## src/rtl/conv_encoder.sv

```systemverilog
// rtl/conv_encoder.sv - rate-1/2, K=4 convolutional encoder with a registered symbol-pair output
// Define CONV_ENC_TAIL_EN to append three zero tail pairs so each frame ends in state 0.
module conv_encoder #(
  parameter logic [3:0] G0       = 4'b1111,
  parameter logic [3:0] G1       = 4'b1101,
  parameter logic       INV_SYM1 = 1'b0
) (
  input  logic       clk,
  input  logic       rst,
  input  logic       in_valid,
  output logic       in_ready,
  input  logic       in_bit,
  input  logic       in_last,
  output logic       out_valid,
  input  logic       out_ready,
  output logic [1:0] out_pair,
  output logic       out_last,
  output logic       busy
);

  logic [2:0] r_s;
  logic [1:0] r_pair;
  logic       r_valid;
  logic       r_last;

  logic       w_slot_free;
  logic       w_load;
  logic       w_b;
  logic       w_pair_last;
  logic       w_clear_s;
  logic [3:0] w_taps;
  logic [1:0] w_pair;

  assign w_slot_free = !r_valid || out_ready;
  assign w_taps      = {w_b, r_s};
  assign w_pair      = {(^(w_taps & G1)) ^ INV_SYM1, ^(w_taps & G0)};

`ifdef CONV_ENC_TAIL_EN
  typedef enum logic {ST_DATA, ST_TAIL} state_t;

  state_t     r_state;
  state_t     w_next_state;
  logic [1:0] r_tail_cnt;
  logic [1:0] w_next_cnt;

  always_ff @(posedge clk or posedge rst) begin
    if (rst) begin
      r_state    <= ST_DATA;
      r_tail_cnt <= 2'd0;
    end else begin
      r_state    <= w_next_state;
      r_tail_cnt <= w_next_cnt;
    end
  end

  always_comb begin
    w_next_state = r_state;
    w_next_cnt   = r_tail_cnt;
    w_load       = 1'b0;
    w_b          = 1'b0;
    w_pair_last  = 1'b0;
    in_ready     = 1'b0;
    busy         = 1'b0;
    case (r_state)
      ST_DATA: begin
        in_ready = w_slot_free;
        if (in_valid && w_slot_free) begin
          w_load = 1'b1;
          w_b    = in_bit;
          if (in_last) begin
            w_next_state = ST_TAIL;
            w_next_cnt   = 2'd2;
          end
        end
      end
      ST_TAIL: begin
        busy = 1'b1;
        // Zero bits flush the register; the third one lands s back at 000.
        if (w_slot_free) begin
          w_load = 1'b1;
          if (r_tail_cnt == 2'd0) begin
            w_pair_last  = 1'b1;
            w_next_state = ST_DATA;
          end else begin
            w_next_cnt = r_tail_cnt - 2'd1;
          end
        end
      end
      default: w_next_state = ST_DATA;
    endcase
  end

  assign w_clear_s = 1'b0;
`else
  assign in_ready    = w_slot_free;
  assign w_load      = in_valid && w_slot_free;
  assign w_b         = in_bit;
  assign w_pair_last = in_last;
  assign w_clear_s   = in_last;
  assign busy        = 1'b0;
`endif

  always_ff @(posedge clk or posedge rst) begin
    if (rst) begin
      r_s     <= 3'b000;
      r_pair  <= 2'b00;
      r_valid <= 1'b0;
      r_last  <= 1'b0;
    end else if (w_load) begin
      r_pair  <= w_pair;
      r_last  <= w_pair_last;
      r_valid <= 1'b1;
      r_s     <= w_clear_s ? 3'b000 : {w_b, r_s[2:1]};
    end else if (out_ready) begin
      r_valid <= 1'b0;
    end
  end

  assign out_valid = r_valid;
  assign out_pair  = r_pair;
  assign out_last  = r_last;

endmodule

```

## config.mk

```make
export PLATFORM = sky130hd
export DESIGN_NAME = conv_encoder
export DESIGN_NICKNAME = d
export VERILOG_FILES = /design/src/rtl/conv_encoder.sv
export SDC_FILE = /design/constraint.sdc
export NUM_CORES = 1
export LEC_CHECK = 0
export ABC_AREA = 1
export CAP_MARGIN = 15
export CORE_AREA = 2 2 39 41
export DETAILED_ROUTE_END_ITERATION = 10
export DIE_AREA = 0 0 41 43
export GPL_ROUTABILITY_DRIVEN = 1
export PLACE_DENSITY = 0.54
export REMOVE_ABC_BUFFERS = 1
export SETUP_SLACK_MARGIN = 0.05
export SYNTH_ARGS = -nofsm -noshare
export SYNTH_HDL_FRONTEND = slang
export SYNTH_SLANG_ARGS = --single-unit
```

## constraint.sdc

```tcl
create_clock -name clk -period 0.9 [get_ports clk]
set_input_delay 0.09 -clock clk [delete_from_list [all_inputs] [get_ports clk]]
set_output_delay 0.09 -clock clk [all_outputs]
set_load 0.03 [all_outputs]
```

==> run_1/congestion_map.png <==
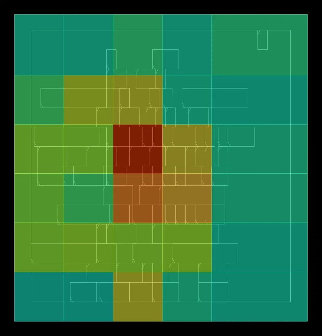
layer with the highest usage: met2
WL/cell: 9.26 um
met1 Resource Use GR: 17.1%
Global Route Usage Sum: 12.6%
final core occ: 45.8%

==> run_1/m2.png <==
Drawn at 12 px/um. Cells faint in the background.
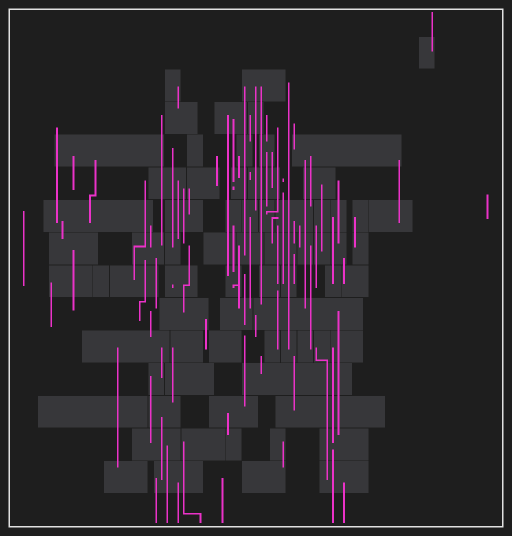
longest straight run	22.1 um
main direction	vertical
wire length on this layer	418 um

==> flow_metrics.tcl, run 1 <==
# yosys + openroad results
set metrics [dict create \
    grt_pass1_vias 363 \
    syn_inst 50 \
    p_sw_share_pct 33.6 \
    path_class "flop to primary output" \
    top_logic_kind "simple AND/OR/NAND/NOR gates" \
    clkPwrFrac_pct 26.6 \
    core_area_um2 1380 \
    muxShareOfSynthArea_pct 0 \
    yosys.area_share.aoi_pct 8.74 \
    worst_clock_skew_ps 0.502 \
    via_per_inst 4.19 \
    grt_max_degree 8 \
    fp-row-count 14 \
    drcViolationCount 0 \
    status "finished, violations left" \
    internal-power_uw 720 \
    die_w_um 41 \
    final-max-slew-violation-count 0 \
    place_ws_ps -200 \
    syn_to_final_growth_pct 64.1 \
    netlist_area_um2 387 \
    die_height_um 43 \
    cts_buffer_depth 2 \
    simple_gate_share_pct 34.6 \
    overflow 0 \
    fin_crit_sh_pct 113 \
    path_clk_slew_ps 50 \
    hpwl_um 576 \
    critPathCaptureType "primary output" \
    ys_area_um2 387 \
    fin_ws_ps -120 \
    comb_power_uw 401 \
    flop_area_um2 175 \
    xor_share_pct 0 \
    cts-root-buf "clkbuf_4" \
    diodes 0 \
    ir_worst_vdd_mv 0.681 \
    violations "negative setup slack" \
    hold_path_class "primary input to async pin" \
    powerSeq_uw 395 \
    nNetsFinal 80 \
    finalPower_mw 1.09 \
    ys_cells 50 \
    dieArea_um2 1760 \
    antenna_left 0 \
    ys_warn_count 0 \
    hold_violations 0 \
    synthAdderAreaFrac_pct 0 \
    drv_cap 0 \
    routed_wirelength_um 824 \
    htree_num_levels 1 \
    crit_path_max_fanout 2 \
    setup_violations 8 \
    numSynthFlops 7 \
    port-buffer-count 10 \
    period_minus_slack_ps 1020 \
    power_frac_comb_pct 37.0 \
]
==> run_1/pinout.png <==
Drawn at 12 px/um. Pins as bars across the die edge, other pins in gray.
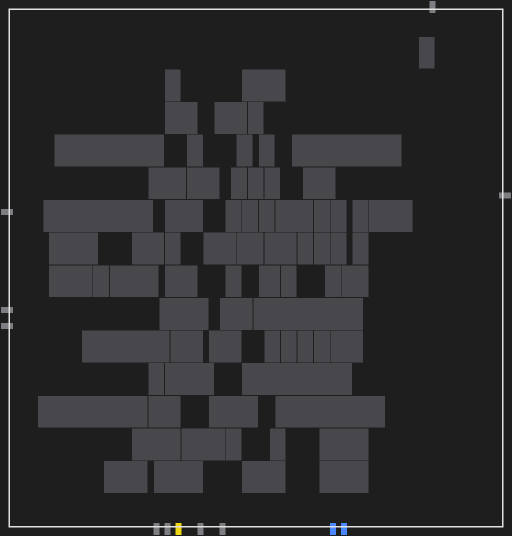
color	port	pins	direction	edge
blue	out_pair	2	output	bottom
yellow	out_valid	1	output	bottom
all pins by edge	7 bottom, 3 left, 1 top, 1 right

==> run_1/route_heat.png <==
Drawn at 8 px/um. 8 x 9 tiles, from dark blue (low) to red (high), scaled to the fullest tile. Values are wire area over tile area, all layers added.
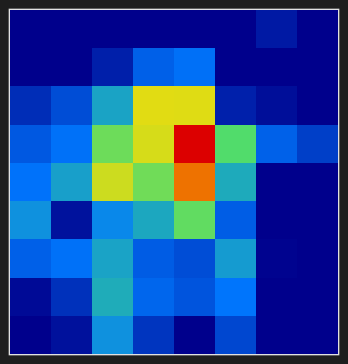
densest ninth of the die	middle
nearly empty tiles	35%
tiles over half the peak	14%
fullest tile	0.37
emptiest ninth of the die	top right

run 1: cells in the mapped netlist (all sizes together):
| master | instances | area (um^2) |
|---|---|---|
| nand2 | 27 | 124 |
| inv | 8 | 32.5 |
| dfrtp | 7 | 175 |
| o21ai | 3 | 26.3 |
| nand3 | 2 | 10.0 |
| buf | 1 | 7.51 |
| conb | 1 | 3.75 |
| o21a | 1 | 7.51 |
run 1: path summary, 6_finish.rpt:
kind	to
setup / recovery	in_ready
hold / removal	out_valid
setup reg to reg	out_last
hold reg to reg	out_pair[0]
max in group asynchronous	out_last
min in group clk	out_pair[0]
run 1: area by class of cell:
cell class,count,share of cell area (%)
multi-input combinational,34,30.0
sequential,7,27.6
timing repair buffer,20,29.2
inverter,8,5.92
tap,16,3.16
clock buffer,4,4.14
run 1: state kept, by name, summed over array words and instances, names as in the netlist:
register   cells
out_last       1
out_pair       2
out_valid      1
r_s            3
run 1: per-stage QoR:
stage          util, %  setup TNS (ps)  instances  hold WS [ps]  area, um^2
3_5_place_dp      37.3           -1120         79           359         517
3_3_place_gp      37.3           -1130         79           350         517
2_1_floorplan        -           -1230         49          -107         379
4_1_cts           42.0            -693         85          87.0         582
5_1_grt           45.8           -1070         89           115         634
6_report          45.8            -648         89          80.8         634
run 1: critical path: stages (launching register included):
cell	delay (ps)
dfrtp_1	380
nand2_4	60
buf_6	110
buf_6	120
run 1: metal layers:
metal	GRT usage [%]	vias up	wire, um
li1	-	196	-
met1	17.1	165	375
met2	18.1	12	418
met3	3.14	0	30
met4	6.00	0	0
met5	0	-	0
run 1: what timing repair did:
action / in CTS / in global routing
hold buffers: 0 / 0
resized: 6 / 7
setup buffers: 2 / 4
pin swaps: 1 / 0
endpoints found under the setup margin: 11 / 12
==> inputs of run 2 (changes only) <==
--- a/config.mk
+++ b/config.mk
@@ -8,6 +8,7 @@
 export ABC_AREA = 1
 export CAP_MARGIN = 15
 export CORE_AREA = 2 2 39 41
+export CTS_CLUSTER_SIZE = 10
 export DETAILED_ROUTE_END_ITERATION = 10
 export DIE_AREA = 0 0 41 43
 export GPL_ROUTABILITY_DRIVEN = 1
==> run_2/m3.png <==
Drawn at 12 px/um. Cells faint in the background.
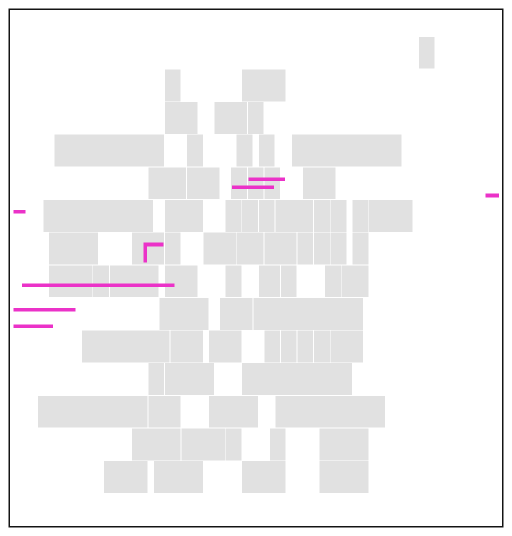
wire length on this layer	30.5 um
main direction	horizontal
longest straight run	12.4 um
share of all routed wire	3.7%
nets with wire on the layer	7

==> run_2/pinout.png <==
Drawn at 12 px/um. Pins as bars across the die edge, other pins in gray.
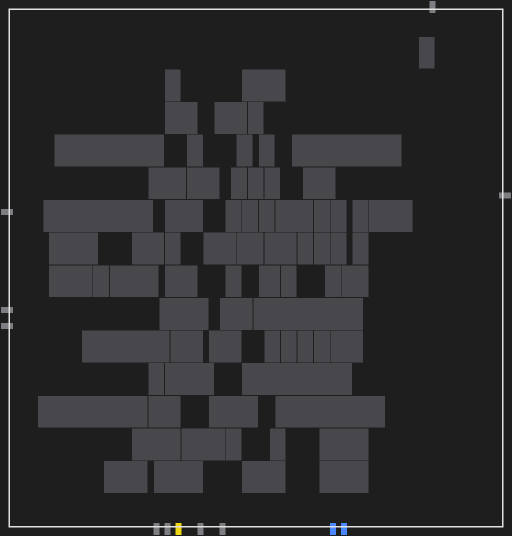
color	port	pins	direction	edge
yellow	out_valid	1	output	bottom
blue	out_pair	2	output	bottom

==> run 2 against run 1 <==
The run still ends with negative setup slack left. Global-route usage unchanged. Utilization unchanged. Die area is the same. Critical path type unchanged.
==> flow_metrics.tcl, run 2 <==
# yosys + openroad results
set metrics [dict create \
    fin_ws_ps -120 \
    antenna_left 0 \
    gp_congestion 0.722 \
    largest_reg_flops 3 \
    dpl.cell_count 79 \
    antenna_found_initial 0 \
    ir_worst_vdd_mv 0.681 \
    setup_violations 8 \
    hold_buffers 0 \
    use_met1_pct 17.1 \
    worst_clock_skew_ps 0.502 \
    final_cells 89 \
    critPathCaptureType "primary output" \
    wl_met2_um 418 \
    synthTopCellsByCount "nand2_1 (24), dfrtp_1 (7), inv_1 (6), nand2_4 (3), o21ai_2 (3)" \
    finalPower_mw 1.09 \
    core_area_um2 1380 \
    top_register "r_s" \
    fp-row-count 14 \
    ys_area_um2 387 \
    r2r-end "out_last" \
    async_flop_share_pct 100 \
    nNetsFinal 80 \
    synth-edff-count 0 \
    drv_cap 0 \
    path_clk_slew_ps 50 \
    final-max-slew-violation-count 0 \
    syn_inst 50 \
    fin_crit_sh_pct 113 \
    synth_top_cell_by_count "nand2_1" \
    status "finished, violations left" \
    hpwl_um 576 \
    htree_num_levels 1 \
    hold_violations 0 \
    largest_area_cell "dfrtp_1" \
    cts_buffer_depth 2 \
    cts-root-buf "clkbuf_4" \
    diodes 0 \
    drt-wirelength-per-cell_um 9.26 \
    use_met2_pct 18.1 \
    grt_max_degree 8 \
    met1_length_um 375 \
    arrival_ps 930 \
    synth.top_cell.area_share_pct 45.3 \
    routed_wirelength_um 824 \
    warnings 27 \
    path_class "flop to primary output" \
    final_cell_mix "nand2_1 (22), buf_4 (9), dfrtp_1 (7)" \
    use_met3_pct 3.14 \
    r2r_cells 6 \
    start_kind "flop" \
    via_per_inst 4.19 \
    netlist_area_um2 387 \
    violations "negative setup slack" \
    dr_wl_met3_um 30 \
    crit_path_max_fanout 2 \
    hold_path_class "primary input to async pin" \
    ys_warn_count 0 \
    syn_to_final_growth_pct 64.1 \
    drcViolationCount 0 \
    holdWs_ps 80.8 \
    period_minus_slack_ps 1020 \
    place_ws_ps -200 \
    grt_pass1_vias 363 \
    endpoint "in_ready" \
    topRoutingLayerUsed "met3" \
    drive_gt1_share_pct 41.1 \
    ys_cells 50 \
    port-buffer-count 10 \
    flop_cell "dfrtp_1" \
    cp.required_ps 810 \
    grt_busiest_layer "met2" \
    overflow 0 \
    track_usage_pct 12.6 \
    numSynthFlops 7 \
    die_w_um 41 \
    syn_area_per_cell_um2 7.73 \
    die_height_um 43 \
    dieArea_um2 1760 \
    ys_top_cells_by_area "dfrtp_1 (45%), nand2_1 (23%), nand2_4 (8.7%)" \
]
run 2: what timing repair did:
item,4_1_cts,5_1_grt
buffers inserted,2,4
pin swaps,1,0
setup endpoints to repair,11,12
hold endpoints to repair,0,0
gates resized,6,7
run 2: worst min-delay path by stage:
stage	slack, ps	start	endpoint
floorplan	-110	rst	out_last
global placement	350	rst	out_pair[1]
detailed placement	360	rst	out_pair[1]
CTS	90	rst	r_s[2]
global route	110	rst	r_s[1]
finish	80	rst	out_valid
run 2: cells by family after synthesis:
kind of cell / count (synthesis) / share of synthesized area (%)
flops: 7 / 45.3
other cells: 1 / 0.970
compound gates: 4 / 8.74
simple gates: 29 / 34.6
buf+inv: 9 / 10.4
run 2: final cells by class:
cell class / count / area (um^2) / area share, %
Inverter: 8 / 37.5 / 5.92
Multi-Input combinational cell: 34 / 190 / 30.0
Sequential cell: 7 / 175 / 27.6
Timing Repair Buffer: 20 / 185 / 29.2
Tap cell: 16 / 20.0 / 3.16
Clock buffer: 4 / 26.3 / 4.14
run 2: stage by stage:
stage | util (%) | instance area, um^2 | setup TNS (ps)
6_report | 45.8 | 634 | -648
5_1_grt | 45.8 | 634 | -1070
4_1_cts | 42.0 | 582 | -693
3_5_place_dp | 37.3 | 517 | -1120
3_3_place_gp | 37.3 | 517 | -1130
2_1_floorplan | - | 379 | -1230
run 2: power breakdown:
part / leakage [nW] / internal [mW] / switching [mW]
clock network: 0.0150 / 0.169 / 0.119
registers: 0.0870 / 0.358 / 0.0369
logic: 0.233 / 0.193 / 0.208
total: 0.335 / 0.720 / 0.365
run 2: worst max-delay path, stage by stage (launching register included):
cell and delay, ps:
dfrtp_1 380, nand2_4 60, buf_6 110, buf_6 120
No activity file was given, so power comes from the tool's default toggle rates.
